`config.mk`:
```
export PLATFORM = sky130hd
export DESIGN_NAME = sr_pulse_gen_flat
export DESIGN_NICKNAME = d
export VERILOG_FILES = /design/src/rtl/sr_pulse_gen_if.sv /design/src/rtl/sr_pulse_gen.sv /design/src/flat_wrapper.sv
export SDC_FILE = /design/constraint.sdc
export NUM_CORES = 1
export LEC_CHECK = 0
export CELL_PAD_IN_SITES_DETAIL_PLACEMENT = 1
export CELL_PAD_IN_SITES_GLOBAL_PLACEMENT = 2
export CORE_UTILIZATION = 30
export CTS_CLUSTER_SIZE = 30
export DETAILED_ROUTE_END_ITERATION = 12
export PLACE_DENSITY = 0.77
export SYNTH_ARGS = -nofsm -noshare
export SYNTH_HDL_FRONTEND = slang
export SYNTH_SLANG_ARGS = --single-unit
```
`constraint.sdc`:
```
create_clock -name clk -period 1.45 [get_ports clk]
set_clock_uncertainty 0.1 [all_clocks]
set_input_delay 0.29 -clock clk [delete_from_list [all_inputs] [get_ports clk]]
set_output_delay 0.29 -clock clk [all_outputs]
set_load 0.05 [all_outputs]
```
`src/rtl/sr_pulse_gen_if.sv`:
```
// sr_pulse_gen_if: button inputs and latch-side outputs
// of the SR pulse generator.
interface sr_pulse_gen_if;
  logic btn_set;
  logic btn_reset;
  logic s;
  logic r;
  logic busy;
  logic conflict;
  logic set_db;
  logic reset_db;

  modport master (
    input  btn_set,
    input  btn_reset,
    output s,
    output r,
    output busy,
    output conflict,
    output set_db,
    output reset_db
  );

  modport slave (
    output btn_set,
    output btn_reset,
    input  s,
    input  r,
    input  busy,
    input  conflict,
    input  set_db,
    input  reset_db
  );
endinterface

```
`src/rtl/sr_pulse_gen.sv`:
```
// sr_pulse_gen: syncs and debounces two buttons, emits
// non-overlapping fixed-width s/r pulses with a gap cycle.
module sr_pulse_gen #(
  parameter int DEBOUNCE_CYCLES = 4,
  parameter int PULSE_CYCLES    = 2,
  parameter bit RESET_PRIORITY  = 1'b1
) (
  input logic            clk,
  input logic            rst_n,
  sr_pulse_gen_if.master bus
);
  localparam int CW =
    (DEBOUNCE_CYCLES > 2) ? $clog2(DEBOUNCE_CYCLES) : 1;
  localparam int PW =
    (PULSE_CYCLES > 2) ? $clog2(PULSE_CYCLES) : 1;
  localparam logic [CW-1:0] CNT_MAX =
    CW'(DEBOUNCE_CYCLES - 1);
  localparam logic [PW-1:0] PLS_MAX =
    PW'(PULSE_CYCLES - 1);

  typedef enum logic [1:0] {
    IDLE, SET_P, RST_P, GAP
  } state_t;

  // bit 0 = set channel, bit 1 = reset channel
  logic [1:0]    btn;
  logic [1:0]    meta;
  logic [1:0]    sync;
  logic [1:0]    db;
  logic [1:0]    db_q;
  logic [1:0]    pend;
  logic [1:0]    rise;
  logic [1:0]    clr;
  logic [CW-1:0] cnt [2];
  logic          win_set;
  logic          win_rst;
  state_t        state;
  logic [PW-1:0] pcnt;
  logic          s_q;
  logic          r_q;
  logic          busy_q;
  logic          conf_q;

  assign btn = {bus.btn_reset, bus.btn_set};

  // two-flop synchroniser per button
  always_ff @(posedge clk or negedge rst_n) begin
    if (!rst_n) begin
      meta <= '0;
      sync <= '0;
    end else begin
      meta <= btn;
      sync <= meta;
    end
  end

  // accept a new level only after enough disagreeing samples
  always_ff @(posedge clk or negedge rst_n) begin
    if (!rst_n) begin
      db <= '0;
      for (int i = 0; i < 2; i++) cnt[i] <= '0;
    end else begin
      for (int i = 0; i < 2; i++) begin
        if (sync[i] == db[i]) begin
          cnt[i] <= '0;
        end else if (cnt[i] == CNT_MAX) begin
          db[i]  <= sync[i];
          cnt[i] <= '0;
        end else begin
          cnt[i] <= cnt[i] + CW'(1);
        end
      end
    end
  end

  assign rise = db & ~db_q;
  // IDLE consumes whatever is pending; a loser is dropped
  assign clr  = (state == IDLE) ? pend : 2'b00;

  assign win_set = pend[0] &
    (~pend[1] | ~RESET_PRIORITY);
  assign win_rst = pend[1] &
    (~pend[0] | RESET_PRIORITY);

  // one-deep request flags; a new edge survives a clear
  always_ff @(posedge clk or negedge rst_n) begin
    if (!rst_n) begin
      db_q <= '0;
      pend <= '0;
    end else begin
      db_q <= db;
      pend <= (pend & ~clr) | rise;
    end
  end

  // pulse sequencer with registered outputs
  always_ff @(posedge clk or negedge rst_n) begin
    if (!rst_n) begin
      state  <= IDLE;
      pcnt   <= '0;
      s_q    <= 1'b0;
      r_q    <= 1'b0;
      busy_q <= 1'b0;
      conf_q <= 1'b0;
    end else begin
      conf_q <= 1'b0;
      case (state)
        IDLE: begin
          conf_q <= pend[0] & pend[1];
          pcnt   <= '0;
          unique case (1'b1)
            win_set: begin
              state  <= SET_P;
              s_q    <= 1'b1;
              busy_q <= 1'b1;
            end
            win_rst: begin
              state  <= RST_P;
              r_q    <= 1'b1;
              busy_q <= 1'b1;
            end
            default: ;
          endcase
        end
        SET_P, RST_P: begin
          if (pcnt == PLS_MAX) begin
            state <= GAP;
            s_q   <= 1'b0;
            r_q   <= 1'b0;
          end else begin
            pcnt <= pcnt + PW'(1);
          end
        end
        GAP: begin
          state  <= IDLE;
          busy_q <= 1'b0;
        end
        default: state <= IDLE;
      endcase
    end
  end

  assign bus.s        = s_q;
  assign bus.r        = r_q;
  assign bus.busy     = busy_q;
  assign bus.conflict = conf_q;
  assign bus.set_db   = db[0];
  assign bus.reset_db = db[1];
endmodule
```
`src/flat_wrapper.sv`:
```
// flat-port wrapper written by rule: the top's interface ports become plain ports
module sr_pulse_gen_flat 
#(
  parameter int DEBOUNCE_CYCLES = 4,
  parameter int PULSE_CYCLES    = 2,
  parameter bit RESET_PRIORITY  = 1'b1
)
  (clk, rst_n, bus_btn_set, bus_btn_reset, bus_s, bus_r, bus_busy, bus_conflict, bus_set_db, bus_reset_db);
  sr_pulse_gen_if bus_i ();
  input logic clk;
  input logic rst_n;
  input wire logic [$bits(bus_i.btn_set)-1:0] bus_btn_set;
  input wire logic [$bits(bus_i.btn_reset)-1:0] bus_btn_reset;
  output wire logic [$bits(bus_i.s)-1:0] bus_s;
  output wire logic [$bits(bus_i.r)-1:0] bus_r;
  output wire logic [$bits(bus_i.busy)-1:0] bus_busy;
  output wire logic [$bits(bus_i.conflict)-1:0] bus_conflict;
  output wire logic [$bits(bus_i.set_db)-1:0] bus_set_db;
  output wire logic [$bits(bus_i.reset_db)-1:0] bus_reset_db;
  assign bus_i.btn_set = bus_btn_set;
  assign bus_i.btn_reset = bus_btn_reset;
  assign bus_s = bus_i.s;
  assign bus_r = bus_i.r;
  assign bus_busy = bus_i.busy;
  assign bus_conflict = bus_i.conflict;
  assign bus_set_db = bus_i.set_db;
  assign bus_reset_db = bus_i.reset_db;
  sr_pulse_gen #(.DEBOUNCE_CYCLES(DEBOUNCE_CYCLES), .PULSE_CYCLES(PULSE_CYCLES), .RESET_PRIORITY(RESET_PRIORITY)) u_core (.clk(clk), .rst_n(rst_n), .bus(bus_i));
endmodule
```
==> run_summary.xml, run 1 <==
<?xml version="1.0" encoding="UTF-8"?>
<metrics>
  <group name="outcome">
    <metric name="run_status" unit="">complete, but fails checks</metric>
    <metric name="violations" unit="">setup timing</metric>
  </group>
  <group name="cts">
    <metric name="htreeDepth" unit="">1</metric>
  </group>
  <group name="place">
    <metric name="globalplace.congestion" unit="">0.7375</metric>
  </group>
  <group name="setup_path">
    <metric name="worst_setup_path_start_kind" unit="">flop</metric>
    <metric name="worstReg2RegEnd" unit="">u_core.state[0]$_DFFE_PN0P_</metric>
    <metric name="critPathRequiredTime" unit="ns">1.55</metric>
    <metric name="worst_setup_path_end_kind" unit="">flop</metric>
  </group>
  <group name="layout">
    <metric name="largest_reg_flops" unit="">4</metric>
    <metric name="drive_above_1_share" unit="%">32.58</metric>
    <metric name="sh_seq_area" unit="%">45.06</metric>
    <metric name="clock_buffers_and_inverters_area_share" unit="%">2.361</metric>
    <metric name="n_multi_input_combinational_cell" unit="">36</metric>
    <metric name="final_cell_count_no_fill" unit="">119</metric>
    <metric name="seqCellArea" unit="um2">525.5</metric>
    <metric name="layout_top_cells_excl_fill_tap" unit="">sky130_fd_sc_hd__dfrtp_1, sky130_fd_sc_hd__buf_4, sky130_fd_sc_hd__inv_1, sky130_fd_sc_hd__buf_12</metric>
  </group>
  <group name="sta">
    <metric name="timing.final.setup_violations" unit="">2</metric>
    <metric name="period_minus_slack" unit="ns">1.515</metric>
    <metric name="final.setup.worst_slack" unit="ns">-0.06489</metric>
  </group>
  <group name="power_and_ir_drop">
    <metric name="p_leak" unit="nW">0.5556</metric>
    <metric name="max-vdd-ir-drop" unit="mV">1.150</metric>
    <metric name="clock_power" unit="uW">279</metric>
  </group>
  <group name="yosys">
    <metric name="post_synth_instance_area" unit="um2">843.3</metric>
    <metric name="post_synth_inst_count" unit="">65</metric>
    <metric name="numSynthFlops" unit="">21</metric>
  </group>
  <group name="drt">
    <metric name="drc_errors" unit="">0</metric>
    <metric name="remaining_antenna_violation_count" unit="">0</metric>
    <metric name="dr.pass1.iters" unit="">2</metric>
  </group>
  <group name="die">
    <metric name="floorplan.die.height" unit="um">55.02</metric>
  </group>
</metrics>
run 1: metal layers:
metal  wire, um  vias to the layer above  track usage, %
met3         58                        0           4.918
li1           -                      271               -
met1        715                      286           15.62
met4          0                        0           1.250
met2        916                       10           24.10
met5          0                        -               0
run 1: synthesized netlist by cell type:
library cell,number,share of area (%)
sky130_fd_sc_hd__and3_1,1,0.74
sky130_fd_sc_hd__a21boi_0,1,0.89
sky130_fd_sc_hd__inv_1,8,3.6
sky130_fd_sc_hd__nor2b_1,3,2.2
sky130_fd_sc_hd__a211o_2,1,1.2
sky130_fd_sc_hd__nor3_1,2,1.2
sky130_fd_sc_hd__xnor2_1,2,2.1
sky130_fd_sc_hd__a21oi_1,4,2.4
sky130_fd_sc_hd__ha_1,6,8.9
sky130_fd_sc_hd__a21boi_4,1,2.2
sky130_fd_sc_hd__dfrtp_1,21,62
sky130_fd_sc_hd__a211oi_1,1,0.89
sky130_fd_sc_hd__o21ai_0,3,1.8
sky130_fd_sc_hd__nand2_1,2,0.89
sky130_fd_sc_hd__a2bb2oi_1,2,2.1
sky130_fd_sc_hd__or3b_4,1,1.3
sky130_fd_sc_hd__o22ai_1,2,1.5
sky130_fd_sc_hd__mux2_2,1,1.3
sky130_fd_sc_hd__nand2b_1,1,0.74
sky130_fd_sc_hd__o31ai_1,2,1.8
run 1: cell families after synthesis:
| group | Yosys count | synth area share, % |
|---|---|---|
| AOI/OAI and AO/OA | 17 | 14.69 |
| xor gates and xnor gates | 2 | 2.078 |
| adders and majority gates | 6 | 8.902 |
| buffers and inverters | 8 | 3.561 |
| DFF | 21 | 62.31 |
| muxes | 1 | 1.335 |
| and+or+nand+nor | 10 | 7.123 |
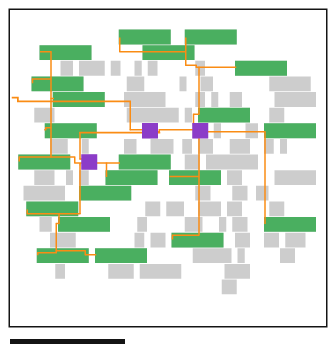
run_1/clock_map.png
Scale bar: 20 um.
[green] flip-flops | count: 21
[orange] clock wires | length: 236 um
[purple] cells driving clock nets | count: 3
routed clock nets: 4

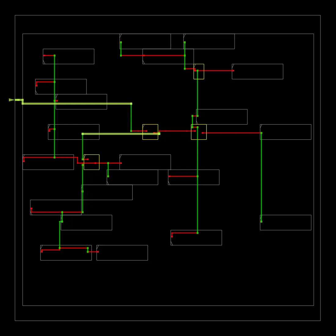
run_1/final_clocks.png
clock tree buffer count of the final layout: 3
clock sinks: 21
number of flip-flops and latches: 21
clock latency of the later-clocked register in the worst-skew pair: 0.30 ns

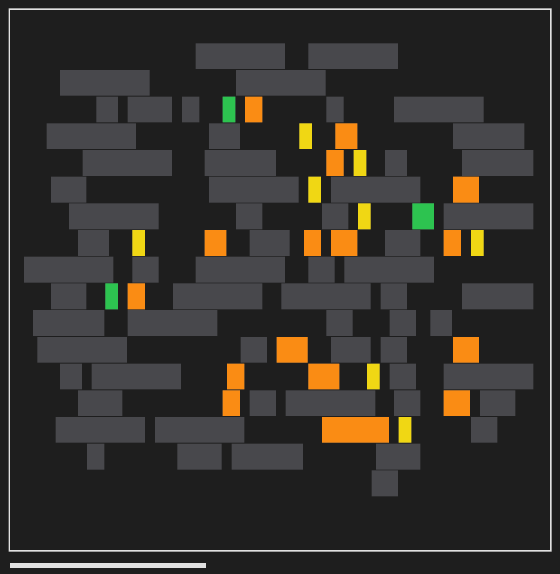
run_1/gate_families.png
Scale bar: 20 um.
| color | family | cells | most used |
|---|---|---|---|
| green | NAND gates | 3 | nand2_1 |
| orange | inverting AOI/OAI gates | 16 | a21oi_1 |
| yellow | inverters | 8 | inv_1 |

--- run 2 (diff from run 1) ---
--- a/config.mk
+++ b/config.mk
@@ -5,11 +5,13 @@
 export SDC_FILE = /design/constraint.sdc
 export NUM_CORES = 1
 export LEC_CHECK = 0
+export ABC_CLOCK_PERIOD_IN_PS = 1450
 export CELL_PAD_IN_SITES_DETAIL_PLACEMENT = 1
 export CELL_PAD_IN_SITES_GLOBAL_PLACEMENT = 2
 export CORE_UTILIZATION = 30
 export CTS_CLUSTER_SIZE = 30
 export DETAILED_ROUTE_END_ITERATION = 12
+export GPL_ROUTABILITY_DRIVEN = 0
 export PLACE_DENSITY = 0.77
 export SYNTH_ARGS = -nofsm -noshare
 export SYNTH_HDL_FRONTEND = slang
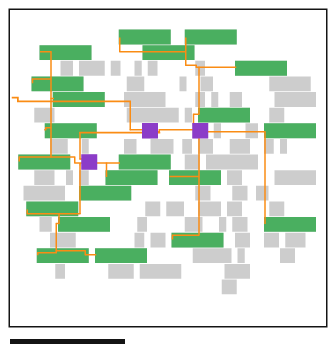
run_2/clock_map.png
Scale bar: 20 um.
[purple] cells driving clock nets | count: 3
[orange] clock wires | length: 236 um
[green] flip-flops | count: 21
routed clock nets: 4
part of the total power dissipated in the clock network: 9.2%
clock network power: 279 uW

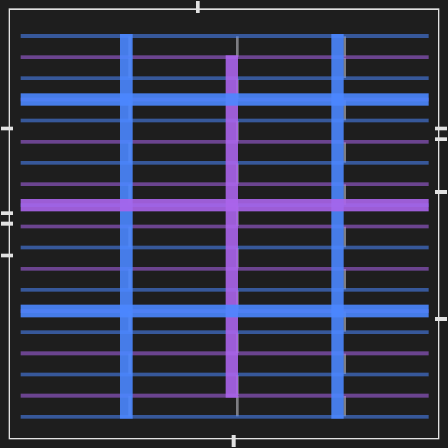
run_2/pdn.png
Pins as bars on the die edge. Tap cells in gray.
| color | net |
|---|---|
| blue | VSS |
| purple | VDD |
tap cells: 30
met1 rails: 19

==> run 2 against run 1 <==
Against the previous run:
- the run still ends with setup timing left
- count of clock-buffer cells in the layout unchanged
- global-route usage unchanged
- first-iteration DRC count unchanged
- sequential power about the same
- critical endpoint unchanged
==> run_summary.xml, run 2 <==
<?xml version="1.0" encoding="UTF-8"?>
<metrics>
  <group name="outcome">
    <metric name="run_status" unit="">complete, but fails checks</metric>
    <metric name="violations" unit="">setup timing</metric>
  </group>
  <group name="setup_path">
    <metric name="worst_setup_path_end_kind" unit="">flop</metric>
    <metric name="worst_path_max_delay_cell" unit="">sky130_fd_sc_hd__dfrtp_1</metric>
    <metric name="critPathRequiredTime" unit="ns">1.55</metric>
    <metric name="critical_path_buf_inv_count" unit="">1</metric>
    <metric name="worst_setup_path_start_kind" unit="">flop</metric>
  </group>
  <group name="yosys">
    <metric name="netlist_top_cells_area" unit="">sky130_fd_sc_hd__dfrtp_1, sky130_fd_sc_hd__ha_1, sky130_fd_sc_hd__inv_1</metric>
    <metric name="yosys_warnings" unit="">0</metric>
    <metric name="post_synth_instance_area" unit="um2">843.3</metric>
    <metric name="async_flop_share" unit="%">100.0</metric>
    <metric name="yosysTopAreaCellShare" unit="%">62.31</metric>
    <metric name="yosys.area.top_type" unit="">sky130_fd_sc_hd__dfrtp_1</metric>
    <metric name="netlist_top_cells_count" unit="">sky130_fd_sc_hd__dfrtp_1, sky130_fd_sc_hd__inv_1, sky130_fd_sc_hd__ha_1</metric>
    <metric name="numSynthFlops" unit="">21</metric>
    <metric name="dominantRegCellSynth" unit="">sky130_fd_sc_hd__dfrtp_1</metric>
  </group>
  <group name="drt">
    <metric name="top_layer" unit="">met3</metric>
    <metric name="routed_wl_met2" unit="um">916</metric>
    <metric name="dr.pass1.iters" unit="">2</metric>
    <metric name="met1_length" unit="um">715</metric>
    <metric name="drc_errors" unit="">0</metric>
    <metric name="wl_met3" unit="um">58</metric>
  </group>
  <group name="power_and_ir_drop">
    <metric name="p_leak" unit="nW">0.5556</metric>
    <metric name="max-vdd-ir-drop" unit="mV">1.150</metric>
  </group>
  <group name="sta">
    <metric name="final.setup.worst_slack" unit="ns">-0.06489</metric>
    <metric name="max_freq" unit="MHz">660.1</metric>
    <metric name="timing.final.setup_violations" unit="">2</metric>
    <metric name="period_minus_slack" unit="ns">1.515</metric>
  </group>
  <group name="global_routing">
    <metric name="met2_demand_to_capacity_share_in_global_routing" unit="%">24.10</metric>
    <metric name="top_usage_layer" unit="">met2</metric>
    <metric name="globalRouteMet3Util" unit="%">4.918</metric>
    <metric name="grt_usage" unit="%">13.38</metric>
  </group>
  <group name="cts">
    <metric name="holdBufCountCts" unit="">0</metric>
    <metric name="htreeDepth" unit="">1</metric>
    <metric name="cts.clk_slew.worst_paths" unit="ns">0.12</metric>
    <metric name="clock-sinks" unit="">21</metric>
    <metric name="clk_latency" unit="ns">0.30</metric>
  </group>
  <group name="layout">
    <metric name="largest_reg_flops" unit="">4</metric>
    <metric name="layout_top_cells_excl_fill_tap" unit="">sky130_fd_sc_hd__dfrtp_1, sky130_fd_sc_hd__buf_4, sky130_fd_sc_hd__inv_1, sky130_fd_sc_hd__buf_12</metric>
    <metric name="drive_above_1_share" unit="%">32.58</metric>
    <metric name="seqCellArea" unit="um2">525.5</metric>
    <metric name="antenna-diode-count" unit="">0</metric>
    <metric name="most_used_logic_cell_in_the_final_layout" unit="">sky130_fd_sc_hd__dfrtp_1</metric>
  </group>
  <group name="die">
    <metric name="rows" unit="">18</metric>
  </group>
</metrics>
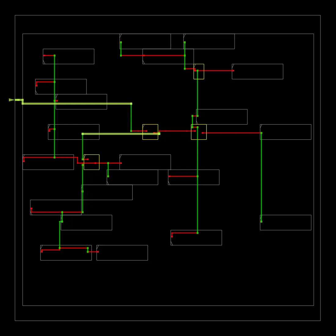
run_2/final_clocks.png
total clock buffers created by CTS: 3

## run 2: through the flow
stage	hold WS, ns	total power, mW
4_1_cts	0.2277	3.054
6_report	0.2234	3.037
3_3_place_gp	0.2326	2.589
2_1_floorplan	-0.1056	1.893
3_5_place_dp	0.2464	2.672
5_1_grt	0.2505	3.248
## run 2: final timing paths
kind / start / to / slack [ns] / cells after the start
worst max-delay path: u_core.state[0]$_DFFE_PN0P_ / u_core.state[0]$_DFFE_PN0P_ / -0.06 / 5
worst min-delay path: rst_n / u_core.bus.r$_DFFE_PN0P_ / 0.22 / 2
worst max register to register: u_core.state[0]$_DFFE_PN0P_ / u_core.state[0]$_DFFE_PN0P_ / -0.06 / 5
worst min register to register: u_core.meta[0]$_DFF_PN0_ / u_core.sync[0]$_DFF_PN0_ / 0.27 / 0
max in group asynchronous: rst_n / u_core.cnt[3]$_DFF_PN0_ / 0.81 / 2
min in group clk: u_core.meta[0]$_DFF_PN0_ / u_core.sync[0]$_DFF_PN0_ / 0.27 / 0
## run 2: repair_timing
action / in CTS / in global routing
buffers inserted: 2 / 0
pin swaps: 1 / 0
gates cloned: 0 / 0
resized: 5 / 1
endpoints found under the setup margin: 3 / 5
## run 2: logic make-up (layout without fill, tap and decap cells)
| logic type | count (synthesis) | in the layout | synth area share (%) |
|---|---|---|---|
| flops | 21 | 21 | 62.31 |
| compound gates | 17 | 17 | 14.69 |
| simple gates | 10 | 10 | 7.123 |
| buf+inv | 8 | 32 | 3.561 |
| fa+ha+maj | 6 | 6 | 8.902 |
| xor+xnor | 2 | 2 | 2.078 |
| mux | 1 | 1 | 1.335 |
## run 2: layout make-up
type	instances	area share, %
clock buffers	3	1.931
clock inverters	1	0.4292
inverters	8	2.575
multi-input cells	36	26.82
flip-flops and latches	21	45.06
well taps	30	3.219
repair buffers	20	19.96
Power figures rest on the tool's default switching activity, not on a simulated workload.
